**Run 1: track usage over the die**

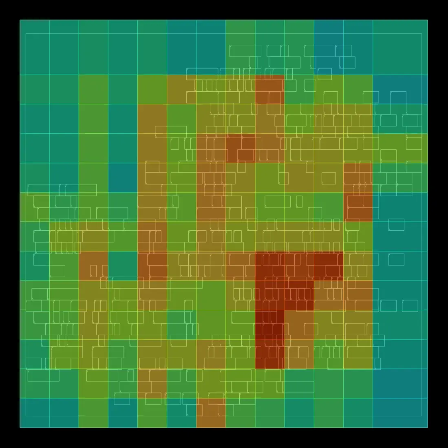
**Run 1: register map, names as in the netlist**

Scale: 4 px per µm. Other sequential cells in the stronger grey, the rest of the logic in the fainter grey.
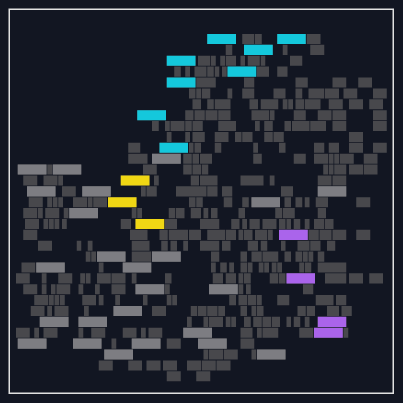
**Run 1: logic cells by family**

Scale: 4 px per µm.
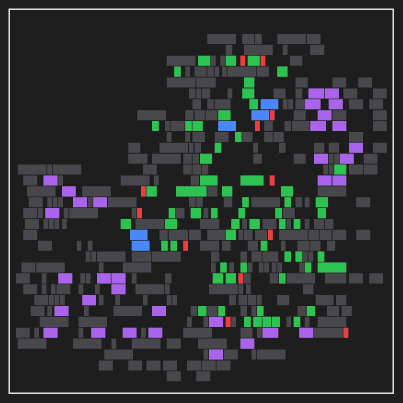
$ cat src/rtl/i2c_master_ctrl_pkg.sv
// i2c_master_ctrl_pkg: shared definitions for the byte-level I2C master.
//   - CLKDIV_W_DEFAULT : default width of the SCL high/low divider values
//   - state_t          : sequencer state encoding
//   - is_lo_phase()    : true for states whose phase is timed by clkdivlo
package i2c_master_ctrl_pkg;

    localparam int unsigned CLKDIV_W_DEFAULT = 8;

    typedef enum logic [3:0] {
        StIdle,
        StStartA,
        StBitLo,
        StBitHi,
        StAckLo,
        StAckHi,
        StHold,
        StRstartA,
        StRstartB,
        StStopA,
        StStopB,
        StStopC
    } state_t;

    // SCL-low phases use clkdivlo; every other timed phase uses clkdivhi.
    function automatic logic is_lo_phase(input state_t s);
        return (s == StBitLo) || (s == StAckLo) || (s == StStopA) || (s == StRstartA);
    endfunction

endpackage

$ cat src/rtl/i2c_master_ctrl_phase_timer.sv
// i2c_master_ctrl_phase_timer: down-counter timing one SCL phase.
// Ports:
//   clk, rst  : clock, synchronous active-high reset
//   load      : high in the first cycle of a phase; samples load_val
//   load_val  : phase length minus 1, in clk cycles
//   expire    : high in the last cycle of the phase (one-cycle pulse)
module i2c_master_ctrl_phase_timer #(
    parameter int unsigned W = 8
) (
    input  logic         clk,
    input  logic         rst,
    input  logic         load,
    input  logic [W-1:0] load_val,
    output logic         expire
);

    logic [W-1:0] cnt_q;
    logic         running_q;

    // The load cycle is itself the first cycle of the phase, so the counter
    // holds the number of cycles still to go after this one.
    always_ff @(posedge clk) begin
        if (rst) begin
            cnt_q     <= '0;
            running_q <= 1'b0;
        end else if (load) begin
            cnt_q     <= (load_val == '0) ? '0 : load_val - W'(1);
            running_q <= (load_val != '0);
        end else if (running_q) begin
            if (cnt_q == '0) begin
                running_q <= 1'b0;
            end else begin
                cnt_q <= cnt_q - W'(1);
            end
        end
    end

    assign expire = load ? (load_val == '0) : (running_q && (cnt_q == '0));

endmodule

$ cat src/rtl/i2c_master_ctrl.sv
// i2c_master_ctrl: byte-level I2C master sequencer (open-drain SCL/SDA enables).
// Ports:
//   pclk, preset         : clock, synchronous active-high reset
//   ctrlEnable           : 0 aborts to IDLE with both lines released
//   clkdivhi, clkdivlo   : SCL high/low phase length minus 1
//   cmdValid/cmdReady    : command handshake (accepted in IDLE or HOLD)
//   cmdStart/Stop/Read/Ack, txData : command fields
//   sdaIn                : synchronised SDA level
//   sclOe, sdaOe         : 1 = pull line low
//   rxData, nack, done, busy : result and status
module i2c_master_ctrl
    import i2c_master_ctrl_pkg::*;
#(
    parameter int unsigned CLKDIV_W = CLKDIV_W_DEFAULT
) (
    input  logic                pclk,
    input  logic                preset,
    input  logic                ctrlEnable,
    input  logic [CLKDIV_W-1:0] clkdivhi,
    input  logic [CLKDIV_W-1:0] clkdivlo,
    input  logic                cmdValid,
    output logic                cmdReady,
    input  logic                cmdStart,
    input  logic                cmdStop,
    input  logic                cmdRead,
    input  logic                cmdAck,
    input  logic [7:0]          txData,
    input  logic                sdaIn,
    output logic                sclOe,
    output logic                sdaOe,
    output logic [7:0]          rxData,
    output logic                nack,
    output logic                done,
    output logic                busy
);

    state_t        state_q;
    logic          scl_oe_q, sda_oe_q;
    logic          phase_start_q;
    logic [2:0]    bit_idx_q;
    logic [7:0]    shift_q;
    logic [7:0]    rx_data_q;
    logic          nack_q;
    logic          cmd_stop_q, cmd_read_q, cmd_ack_q;
    logic          expire;
    logic [CLKDIV_W-1:0] load_val;

    // Divider for the phase currently being entered (sampled only on load).
    assign load_val = is_lo_phase(state_q) ? clkdivlo : clkdivhi;

    i2c_master_ctrl_phase_timer #(
        .W (CLKDIV_W)
    ) u_timer (
        .clk      (pclk),
        .rst      (preset),
        .load     (phase_start_q),
        .load_val (load_val),
        .expire   (expire)
    );

    always_ff @(posedge pclk) begin
        if (preset) begin
            state_q       <= StIdle;
            scl_oe_q      <= 1'b0;
            sda_oe_q      <= 1'b0;
            phase_start_q <= 1'b0;
            bit_idx_q     <= '0;
            shift_q       <= '0;
            rx_data_q     <= '0;
            nack_q        <= 1'b0;
            cmd_stop_q    <= 1'b0;
            cmd_read_q    <= 1'b0;
            cmd_ack_q     <= 1'b0;
        end else if (!ctrlEnable) begin
            state_q       <= StIdle;
            scl_oe_q      <= 1'b0;
            sda_oe_q      <= 1'b0;
            phase_start_q <= 1'b0;
        end else begin
            phase_start_q <= 1'b0;
            unique case (state_q)
                StIdle: begin
                    if (cmdValid) begin
                        cmd_stop_q    <= cmdStop;
                        cmd_read_q    <= cmdRead;
                        cmd_ack_q     <= cmdAck;
                        shift_q       <= txData;
                        state_q       <= StStartA;
                        phase_start_q <= 1'b1;
                        scl_oe_q      <= 1'b0;
                        sda_oe_q      <= 1'b1;  // START: SDA falls with SCL high
                    end
                end
                StStartA: begin
                    if (expire) begin
                        state_q       <= StBitLo;
                        phase_start_q <= 1'b1;
                        bit_idx_q     <= 3'd7;
                        scl_oe_q      <= 1'b1;
                        sda_oe_q      <= !cmd_read_q && !shift_q[7];
                    end
                end
                StBitLo: begin
                    if (expire) begin
                        state_q       <= StBitHi;
                        phase_start_q <= 1'b1;
                        scl_oe_q      <= 1'b0;
                    end
                end
                StBitHi: begin
                    if (expire) begin
                        shift_q       <= {shift_q[6:0], sdaIn};
                        phase_start_q <= 1'b1;
                        scl_oe_q      <= 1'b1;
                        if (bit_idx_q == 3'd0) begin
                            state_q  <= StAckLo;
                            sda_oe_q <= cmd_read_q && cmd_ack_q;
                        end else begin
                            state_q   <= StBitLo;
                            bit_idx_q <= bit_idx_q - 3'd1;
                            // shift_q[6] becomes the MSB on this same edge
                            sda_oe_q  <= !cmd_read_q && !shift_q[6];
                        end
                    end
                end
                StAckLo: begin
                    if (expire) begin
                        state_q       <= StAckHi;
                        phase_start_q <= 1'b1;
                        scl_oe_q      <= 1'b0;
                    end
                end
                StAckHi: begin
                    if (expire) begin
                        if (cmd_read_q) begin
                            rx_data_q <= shift_q;
                            nack_q    <= 1'b0;
                        end else begin
                            nack_q    <= sdaIn;
                        end
                        scl_oe_q <= 1'b1;
                        if (cmd_stop_q) begin
                            state_q       <= StStopA;
                            phase_start_q <= 1'b1;
                            sda_oe_q      <= 1'b1;
                        end else begin
                            state_q <= StHold;  // SDA keeps its ACK-phase level
                        end
                    end
                end
                StHold: begin
                    if (cmdValid) begin
                        cmd_stop_q    <= cmdStop;
                        cmd_read_q    <= cmdRead;
                        cmd_ack_q     <= cmdAck;
                        shift_q       <= txData;
                        phase_start_q <= 1'b1;
                        if (cmdStart) begin
                            state_q  <= StRstartA;
                            sda_oe_q <= 1'b0;
                        end else begin
                            state_q   <= StBitLo;
                            bit_idx_q <= 3'd7;
                            sda_oe_q  <= !cmdRead && !txData[7];
                        end
                    end
                end
                StRstartA: begin
                    if (expire) begin
                        state_q       <= StRstartB;
                        phase_start_q <= 1'b1;
                        scl_oe_q      <= 1'b0;
                    end
                end
                StRstartB: begin
                    if (expire) begin
                        state_q       <= StStartA;
                        phase_start_q <= 1'b1;
                        sda_oe_q      <= 1'b1;
                    end
                end
                StStopA: begin
                    if (expire) begin
                        state_q       <= StStopB;
                        phase_start_q <= 1'b1;
                        scl_oe_q      <= 1'b0;
                    end
                end
                StStopB: begin
                    if (expire) begin
                        state_q       <= StStopC;
                        phase_start_q <= 1'b1;
                        sda_oe_q      <= 1'b0;  // STOP: SDA rises with SCL high
                    end
                end
                StStopC: begin
                    if (expire) begin
                        state_q <= StIdle;
                    end
                end
                default: begin
                    state_q  <= StIdle;
                    scl_oe_q <= 1'b0;
                    sda_oe_q <= 1'b0;
                end
            endcase
        end
    end

    assign cmdReady = ctrlEnable && !preset && ((state_q == StIdle) || (state_q == StHold));
    // Combinational so it lands in the last ACK_HI cycle; an abort that cycle suppresses it.
    assign done     = (state_q == StAckHi) && expire && ctrlEnable && !preset;
    assign busy     = (state_q != StIdle);
    assign sclOe    = scl_oe_q;
    assign sdaOe    = sda_oe_q;
    assign rxData   = rx_data_q;
    assign nack     = nack_q;

endmodule

$ cat config.mk
export PLATFORM = sky130hd
export DESIGN_NAME = i2c_master_ctrl
export DESIGN_NICKNAME = d
export VERILOG_FILES = /design/src/rtl/i2c_master_ctrl_pkg.sv /design/src/rtl/i2c_master_ctrl_phase_timer.sv /design/src/rtl/i2c_master_ctrl.sv
export SDC_FILE = /design/constraint.sdc
export NUM_CORES = 1
export LEC_CHECK = 0
export CAP_MARGIN = 20
export CORE_UTILIZATION = 30
export CTS_BUF_LIST = sky130_fd_sc_hd__clkbuf_4 sky130_fd_sc_hd__clkbuf_8
export DETAILED_ROUTE_END_ITERATION = 8
export PLACE_DENSITY = 0.55
export SETUP_SLACK_MARGIN = 0.2
export SLEW_MARGIN = 10
export SYNTH_ARGS = -nofsm -noshare
export SYNTH_HDL_FRONTEND = slang
export SYNTH_SLANG_ARGS = --single-unit
$ cat constraint.sdc
create_clock -name pclk -period 4.94 [get_ports pclk]
set_input_delay 0.494 -clock pclk [delete_from_list [all_inputs] [get_ports pclk]]
set_output_delay 0.494 -clock pclk [all_outputs]
set_load 0.005 [all_outputs]
==> reports/qor.csv, run 1 <==
metric;value;unit
power.static_leakage;1.29;nW
viasPerCell;5.37;
drt-total-wl;7.35;mm
synthAoiAreaFrac;0.195;
clock-root-buffer;clkbuf_8;
worst_path_largest_cell_delay;560;ps
cts_tree;done;
crit_chain;and4bb_1, a211oi_4, buf_4, mux2_2, inv_1, ha_1, inv_1, nor2_1, a31oi_2, nor3_1, clkdlybuf4s50_1;
worst_setup_path_end_kind;output port;
setup_viol;0;
warning_count;28;
dpl.hpwl;5.39;mm
fin_crit_sh;0.869;
netlist_area;2630;µm²
status;finished clean;
worst_pin_slew;932;ps
antenna_found_initial;0;
antenna_left;0;
rr_worst_depth;10;
cts_setup_buffers;0;
numSynthFlops;39;
chipHeight;95.7;µm
synth_cells;335;
hp-class;reg -> reg;
skew;18.7;ps
max_freq;233;MHz
die-width;95.7;µm
ys_seq_frac;0.297;
cts_sinks;39;
drive_above_1_share;0.0690;
ioPinCount;47;
synth_top_cell_by_area;dfxtp_1;
via_count;2589;
rsz0062_at_grt;no;
dp_worst_setup_slack;958;ps
worstHoldEndpoint;bit_idx_q[0];
cts_hold_buf;0;
gp_congestion;0.851;
netlist.area_leader.share;0.297;
p_per_area;236;nW/µm²
path_buffers;4;
chipArea;9150;µm²
hold_viol;0;
critPathKind;reg -> out;
post-synth-top-count-cell;nor2_1;
holdCritStartpoint;bit_idx_q[0];
regToRegSetupSlack;1480;ps
mux_area_frac;0.127;
coreArea;8340;µm²
worstReg2RegStart;state_q[2];
reg2reg_to;rxData[3];
ys_types;62;
peakVddDrop;0.000113;V
cp_common_cell;inv_1;
grt_overflow;0;
min_period;4290;ps
diodes;0;
edf_count;0;
ff_type;dfxtp_1;
grt_pass1_wl;11.7;mm
fin_tns_setup;0;ps
critPathArrivalTime;3800;ps
grt_max_degree;35;
topCellsByArea;dfxtp_1 (30%), mux2i_1 (11%), nor2_1 (6.6%);
final_nets;414;
worst_slack;649;ps
fp_nets;373;
max_cap_violations;0;
drt_pass1_iterations;4;
synthSimpleGateAreaFrac;0.273;
startpoint_type;register;
ys_sh_adder;0.0238;
port_buffers;46;
synthTopCellsByCount;nor2_1 (46), nand2_1 (44), dfxtp_1 (39);
cp.depth;11;
synth-area-yosys;2630;µm²
cts_resized;0;
fp_util;0.315;
numCtsBuffers;5;
ys_async_sr_fraction;0;
clkTransAtPathRegs;90;ps
cp_top_family;buffers and inverters;
drv_slew;0;
crit_path_end;done;
topCombFamilyByArea;simple AND/OR/NAND/NOR gates;
ys_warn_count;0;
## Picture notes: 'track usage over the die'
Wirelength per Cell: 15.2 µm
total routing usage reported by global routing: 0.167
grt met3 use: 0.0255
M1 GR Usage: 0.228
M2 GR Usage: 0.262

## Picture notes: 'register map, names as in the netlist'
purple -> state_q  # flops 4, where south-east
yellow -> bit_idx_q  # flops 3
cyan -> u_timer.cnt_q  # flops 8, where north
not coloured = 24

## Picture notes: 'logic cells by family'
blue -> adder and majority cells  # cells 5
red -> inverters  # cells 12
purple -> multiplexers  # cells 33
green -> inverting AOI/OAI gates  # cells 60

run 1: cell type report:
class | count | area, µm²
clock buffer | 6 | 82.6
clock inverter | 2 | 16.3
fill | 888 | 5050
inverter | 12 | 45.0
multi-input combinational | 266 | 1730
sequential | 39 | 781
tap | 105 | 131
timing repair buffer | 52 | 505
run 1: through the flow:
step / cell area [µm²] / power, mW / std cells / util / hold slack, ps
finish: 3290 / 0.777 / 482 / 0.394 / 466
global route: 3290 / 0.820 / 482 / 0.394 / 500
CTS: 3290 / 0.787 / 482 / 0.394 / 469
detailed placement: 3190 / 0.540 / 474 / 0.382 / 458
global placement: 3190 / 0.539 / 474 / 0.382 / 457
floorplan: 2630 / 0.475 / 335 / - / 437
run 1: routing by layer:
metal	GRT usage	part of all wire	vias to the layer above
li1	-	-	1286
met1	0.228	0.48	1190
met2	0.262	0.44	105
met3	0.0255	0.070	8
met4	0.0647	0.014	0
met5	0	0	-
run 1: layout by cell type, fill, tap and decap left out, types with 2 or more instances in the layout:
cell type,n
and3_1,3
inv_1,11
a31oi_1,5
ha_1,5
nor4_1,4
nor3_1,9
mux2i_1,29
a221oi_1,3
nor2b_1,5
a311oi_1,3
xnor2_1,7
a21oi_1,12
clkbuf_8,6
o22ai_1,3
xor2_1,4
nand2_1,44
o21ai_0,15
clkdlybuf4s50_1,46
nand3b_1,2
nand4_1,2
mux2_2,3
o31ai_1,3
nor2_1,46
nand2b_1,6
dfxtp_1,39
nand4b_1,3
a21o_1,2
buf_4,6
nand3_1,11
a211oi_1,7
run 1: report_power, final:
group	internal (mW)	total, mW	switching, mW
clock network	0.114	0.243	0.129
logic	0.0873	0.189	0.102
registers	0.330	0.345	0.0150
**Run 1: signal wires on met2**

Scale: 3 px per µm. Cells faint in the background.
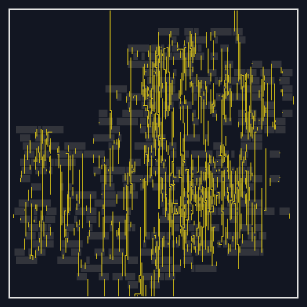

==> inputs of run 2 (changes only) <==
- CORE_UTILIZATION: 30 -> 38
- CTS_BUF_LIST: sky130_fd_sc_hd__clkbuf_4 sky130_fd_sc_hd__clkbuf_8 -> unset
- PLACE_DENSITY: 0.55 -> 0.66
**Run 2: signal wires on met2**

Scale: 3 px per µm. Cells faint in the background.
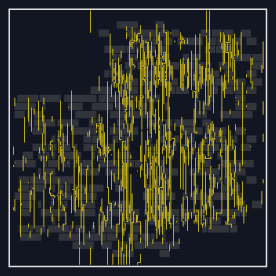
main direction = vertical
wire length on this layer = 3,070 µm
nets with wire on the layer = 338

**Run 2: register map, names as in the netlist**

Scale: 6 px per µm. Other sequential cells in the stronger grey, the rest of the logic in the fainter grey.
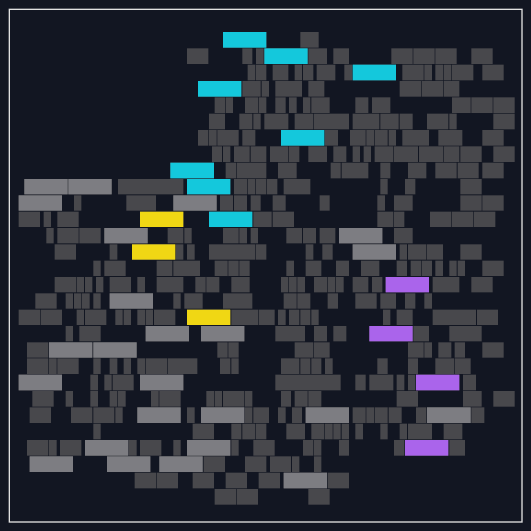
yellow -> bit_idx_q  # flops 3
cyan -> u_timer.cnt_q  # flops 8, where north
purple -> state_q  # flops 4
not coloured = 24

**Run 2: track usage over the die**

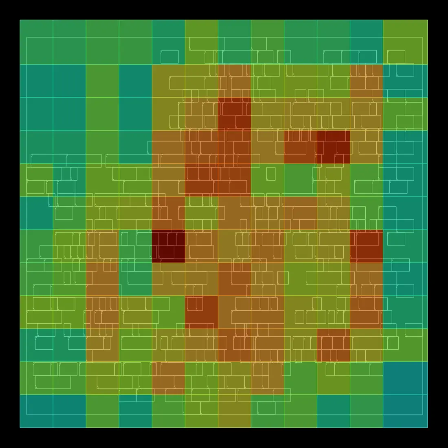
Wirelength per Cell: 15.2 µm
busiest grt layer: met2

==> run 2 against run 1 <==
  * Core utilization is 11 points higher
  * Count of clock-buffer cells in the layout is 1 lower
  * Combinational power hardly changed
  * Maximum frequency is 5.4% higher
  * Critical path type unchanged
  * Largest power group unchanged
==> reports/qor.csv, run 2 <==
metric;value;unit
antenna_left;0;
chipHeight;85.2;µm
edf_count;0;
cts_sinks;39;
status;finished clean;
cp_common_cell;buf_4;
diodes;0;
placed_cell_area;3150;µm²
dpl.hpwl;5.10;mm
skew;15.5;ps
cts_tree;done;
ioPinCount;47;
rsz0062_at_grt;no;
chipArea;7260;µm²
peakVddDrop;0.000284;V
worst_slack;869;ps
final-seq-area;781;µm²
post-synth-top-count-cell;nor2_1;
holdWs;473;ps
drive_above_1_share;0.0690;
dp_worst_setup_slack;1160;ps
clock-root-buffer;clkbuf_8;
final_nets;414;
ys_seq_frac;0.297;
hold_viol;0;
worst_pin_slew;866;ps
cts_setup_buffers;0;
topCellsByArea;dfxtp_1 (30%), mux2i_1 (11%), nor2_1 (6.6%);
power.static_leakage;1.31;nW
cts_resized;0;
max_cap_violations;0;
clkTransAtPathRegs;80;ps
ys_async_sr_fraction;0;
path_buffers;4;
synth-area-yosys;2630;µm²
min_period;4070;ps
met2_length;3.07;mm
grt_pass1_wl;11.5;mm
critPathKind;reg -> out;
p_total;0.856;mW
layout_top_cells;nor2_1 (46), clkdlybuf4s50_1 (46), nand2_1 (44);
setup_viol;0;
netlist.area_leader.share;0.297;
antenna_found_initial;0;
netlist_area;2630;µm²
fin_tns_setup;0;ps
cts_hold_buf;0;
die-width;85.2;µm
topCombFamilyByArea;simple AND/OR/NAND/NOR gates;
mux_area_frac;0.127;
worst_path_largest_cell_delay;540;ps
critPathArrivalTime;3580;ps
via_count;2526;
synthSimpleGateAreaFrac;0.273;
synth_top_cell_by_area;dfxtp_1;
synthAoiAreaFrac;0.195;
ys_sh_adder;0.0238;
crit_chain;buf_4, and4bb_1, a211oi_4, buf_4, mux2i_1, ha_1, inv_1, nor2_1, a31oi_2, nor3_1, clkdlybuf4s50_1;
dp_cells;446;
grt_max_degree;29;
highest_layer;met4;
fp_nets;373;
warning_count;28;
drt-total-wl;6.88;mm
fp_util;0.403;
fillCellCount;625;
fin_util;0.504;
ff_type;dfxtp_1;
hp-class;reg -> reg;
wl_met1;3.34;mm
synthTopCellsByCount;nor2_1 (46), nand2_1 (44), dfxtp_1 (39);
ys_types;62;
numSynthFlops;39;
drv_slew;0;
viasPerCell;5.56;
grt_overflow;0;
wl_met3;396;µm
grtUsageTotal;0.198;
p_per_area;260;nW/µm²
worst_setup_path_end_kind;output port;
gp_congestion;0.833;
startpoint_type;register;
drt_pass1_iterations;4;
==> run 2: path summary, 6_finish.rpt <==
path | from | endpoint | cells after the start | slack, ps
max | state_q[1] | done | 11 | 870
min | bit_idx_q[0] | bit_idx_q[0] | 1 | 470
max reg2reg | state_q[1] | rxData[0] | 10 | 1690
min reg2reg | bit_idx_q[0] | bit_idx_q[0] | 1 | 470
==> run 2: kinds of logic (layout without fill, tap and decap cells) <==
group	after synthesis	after routing
adders and majority gates	5	5
muxes	33	33
DFF	39	39
buffers and inverters	30	72
and+or+nand+nor	147	147
AOI/OAI and AO/OA	70	70
xor gates and xnor gates	11	11
==> run 2: per-layer routing <==
layer | GRT usage | up-vias
met3 | 0.0399 | 6
li1 | - | 1282
met5 | 0 | -
met2 | 0.316 | 80
met4 | 0.0601 | 0
met1 | 0.270 | 1158
==> run 2: layout make-up <==
class | count | share of cell area
inverter | 12 | 0.0137
timing repair buffer | 52 | 0.154
multi-input combinational | 266 | 0.525
clock inverter | 3 | 0.0205
clock buffer | 5 | 0.0209
sequential | 39 | 0.237
tap | 77 | 0.0293
==> run 2: worst reg2reg max path: stages (launching register included) <==
cell and delay, ps:
dfxtp_1 310, buf_4 200, and4bb_1 270, a211oi_4 390, buf_4 260, mux2i_1 290
ha_1 210, nand2b_1 230, o31ai_4 650, mux2i_1 250, nor2_1 50
==> run 2: where the power goes <==
group          internal (mW)  switching [mW]
sequential             0.330          0.0149
clock                  0.202           0.121
combinational         0.0873           0.101
total                  0.619           0.237
**Run 2: layout detail**

Window x 23 to 63, y 40 to 80 µm. Cells in grey, sequential cells in the stronger grey; small squares are vias.
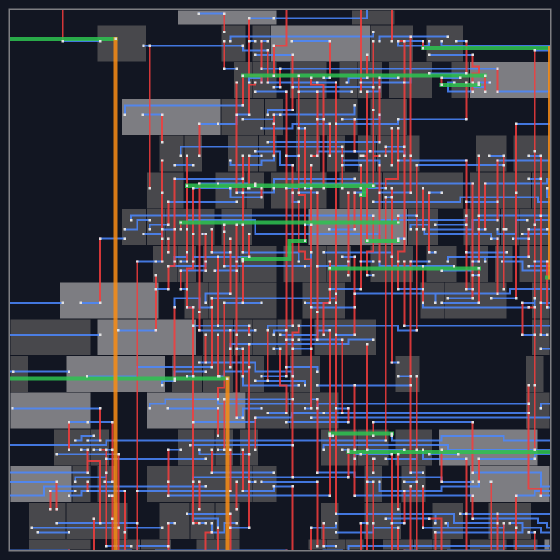

==> inputs of run 3 (changes only) <==
- clock period: 4.94 -> 3.8 ns (I/O delays scaled with it)
**Run 3: layout detail**

Window x 23 to 63, y 40 to 80 µm. Cells in grey, sequential cells in the stronger grey; small squares are vias.
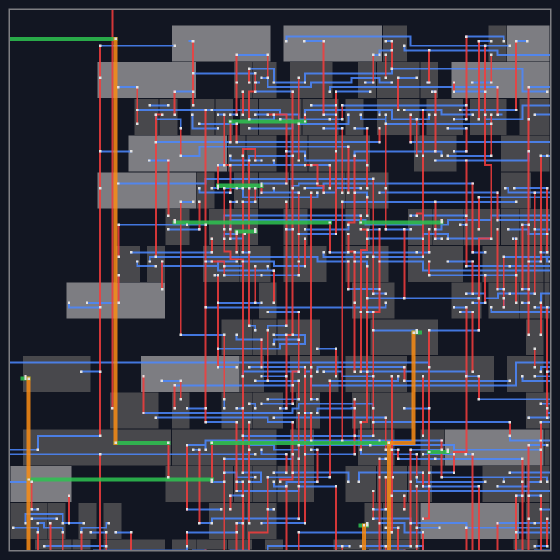
green -> met3
orange -> met4
blue -> met1
red -> met2
cells with their middle in the window = 106
netlist names of flops here include = u_timer.cnt_q (7)
sequential cells in the window = 11
most frequent = dfxtp_1 (11), nor2_1 (8), nand2_1 (8)

**Run 3: register map, names as in the netlist**

Scale: 6 px per µm. Other sequential cells in the stronger grey, the rest of the logic in the fainter grey.
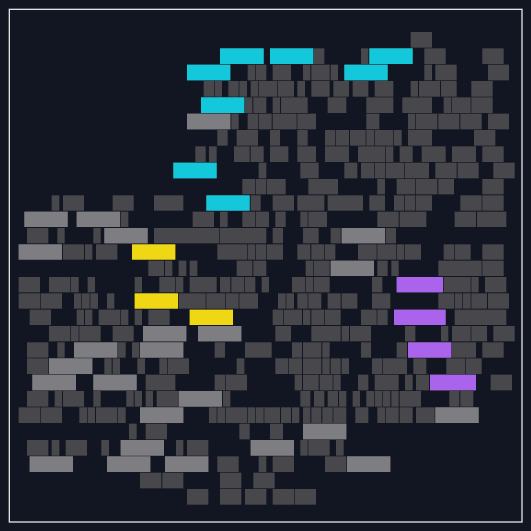
yellow -> bit_idx_q  # flops 3
cyan -> u_timer.cnt_q  # flops 8, where north
purple -> state_q  # flops 4

==> run 3 against run 2 <==
  * Core utilization increased by 0.69 points
  * Design area increased by 1.4%
  * Sequential power increased by about 30%
  * Setup slack got worse by 490 ps
  * Global-route usage decreased by 0.56 points
  * Highest routed layer unchanged
==> reports/qor.csv, run 3 <==
metric;value;unit
ys_seq_frac;0.297;
drive_above_1_share;0.0974;
rsz0062_at_grt;no;
grt_max_degree;35;
coreArea;6530;µm²
ys_types;62;
startpoint_type;register;
dpl.hpwl;5.01;mm
numSynthFlops;39;
skew;11.0;ps
post_drt_wl_per_cell;15.0;µm
p_comb_frac;0.235;
worst_setup_path_end_kind;output port;
dr.first_iter.drc_count;245;
drc;0;
hold_viol;0;
peakVddDrop;0.000182;V
cp_slowest_cell;clkdlybuf4s50_1;
clkTransAtPathRegs;90;ps
ioPinCount;47;
ff_type;dfxtp_1;
drv_slew;0;
edf_count;0;
final_nets;417;
critPathKind;reg -> out;
synth_cells;335;
status;finished clean;
setup_viol;0;
hp-class;reg -> reg;
max_freq;293;MHz
synthTopCellsByCount;nor2_1 (46), nand2_1 (44), dfxtp_1 (39);
p_sw;0.320;mW
numCtsBuffers;5;
antenna_left;0;
diodes;0;
fin_tns_setup;0;ps
cp_top_family;buffers and inverters;
min_period;3420;ps
holdWs;463;ps
drt_pass1_iterations;5;
worst_path_largest_cell_delay;520;ps
p_per_area;319;nW/µm²
fin_crit_sh;0.899;
grtUsageTotal;0.193;
fp_nets;373;
drt-total-wl;6.86;mm
gp_congestion;0.865;
grt_pass1_wl;11.2;mm
antenna_found_initial;0;
cp_common_cell;inv_1;
cts_hold_buf;0;
viasPerCell;5.68;
p_clk_frac;0.342;
fin_util;0.511;
dp_cells;449;
path_buffers;3;
layout_top_cells;clkdlybuf4s50_1 (46), nor2_1 (45), nand2_1 (44);
grt_overflow;0;
critPathArrivalTime;3040;ps
placed_cell_area;3180;µm²
ys_async_sr_fraction;0;
port_buffers;46;
power.static_leakage;1.31;nW
instances_no_fill;457;
worst_pin_slew;1010;ps
post-synth-top-count-cell;nor2_1;
chipArea;7260;µm²
cts_sinks;39;
power.internal;0.743;mW
worst_slack;383;ps
worstPathMaxFanout;4;
max_cap_violations;0;
p_total;1.06;mW
chipHeight;85.2;µm
swShare;0.301;
dp_worst_setup_slack;422;ps
ys_warn_count;0;
crit_chain;and2b_1, a211oi_4, mux2_2, inv_1, ha_1, inv_1, nor2_4, a31oi_2, nor3_2, clkdlybuf4s50_1;
fp_util;0.403;
topCellsByArea;dfxtp_1 (30%), mux2i_1 (11%), nor2_1 (6.6%);
netlist.area_leader.share;0.297;
p_seq_frac;0.423;
warning_count;28;
clock-root-buffer;clkbuf_8;
die-width;85.2;µm
fin_area;3340;µm²
final_common_cell;clkdlybuf4s50_1;
synth_top_cell_by_area;dfxtp_1;
via_count;2598;
cts_tree;done;
synth-area-yosys;2630;µm²
netlist_area;2630;µm²
**Run 3: signal wires on met2**

Scale: 3 px per µm. Cells faint in the background.
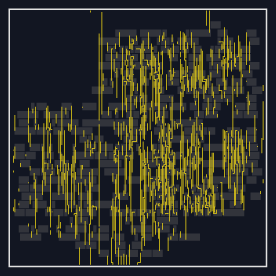
share of all routed wire = 43%
longest straight run = 34.0 µm
main direction = vertical

## run 3: cell counts after synthesis
Identical to the previous run, type by type.
## run 3: cell type report
type                       instances  area (µm²)
sequential                        39         787
multi-input combinational        266        1760
inverter                          12        45.0
timing repair buffer              55         536
clock inverter                     3        46.3
fill                             638        3200
clock buffer                       5        68.8
tap                               77        96.3
## run 3: worst register-to-register path: stages (launching register included)
cell	delay, ps
dfxtp_1	370
and2b_1	230
a211oi_4	290
mux2_2	400
inv_1	130
ha_1	190
nand2b_1	220
o31ai_4	640
mux2i_1	250
nor2_1	50
## run 3: kinds of logic after synthesis
family	count (synthesis)	synth area share
AOI/OAI and AO/OA	70	0.195
muxes	33	0.127
buffers and inverters	30	0.0471
and+or+nand+nor	147	0.273
adders and majority gates	5	0.0238
xor gates and xnor gates	11	0.0366
DFF	39	0.297
## run 3: repair_timing
action                     CTS  global route
setup buffers                0             0
gates resized                5             8
pin swaps                    0             1
setup endpoints to repair    1             1
## run 3: worst paths after layout
path	start	endpoint	slack (ps)	depth (start not counted)
setup / recovery	state_q[3]	done	380	10
hold / removal	bit_idx_q[0]	bit_idx_q[0]	460	1
setup reg to reg	state_q[3]	rxData[2]	900	9
hold reg to reg	bit_idx_q[0]	bit_idx_q[0]	460	1
## run 3: power groups by stage
stage / logic (mW) / clock network [mW] / registers (mW)
after floorplan: 0.165 / 0 / 0.453
after global placement: 0.240 / 0 / 0.458
after detailed placement: 0.243 / 0 / 0.459
after CTS: 0.245 / 0.370 / 0.449
after global routing: 0.276 / 0.389 / 0.453
final: 0.250 / 0.363 / 0.450
## run 3: metal layers
layer,GRT usage,share of wire
met5,0,0
met4,0.0709,0.015
met3,0.0311,0.064
met2,0.282,0.43
met1,0.282,0.49
Power and IR drop assume default switching activity.
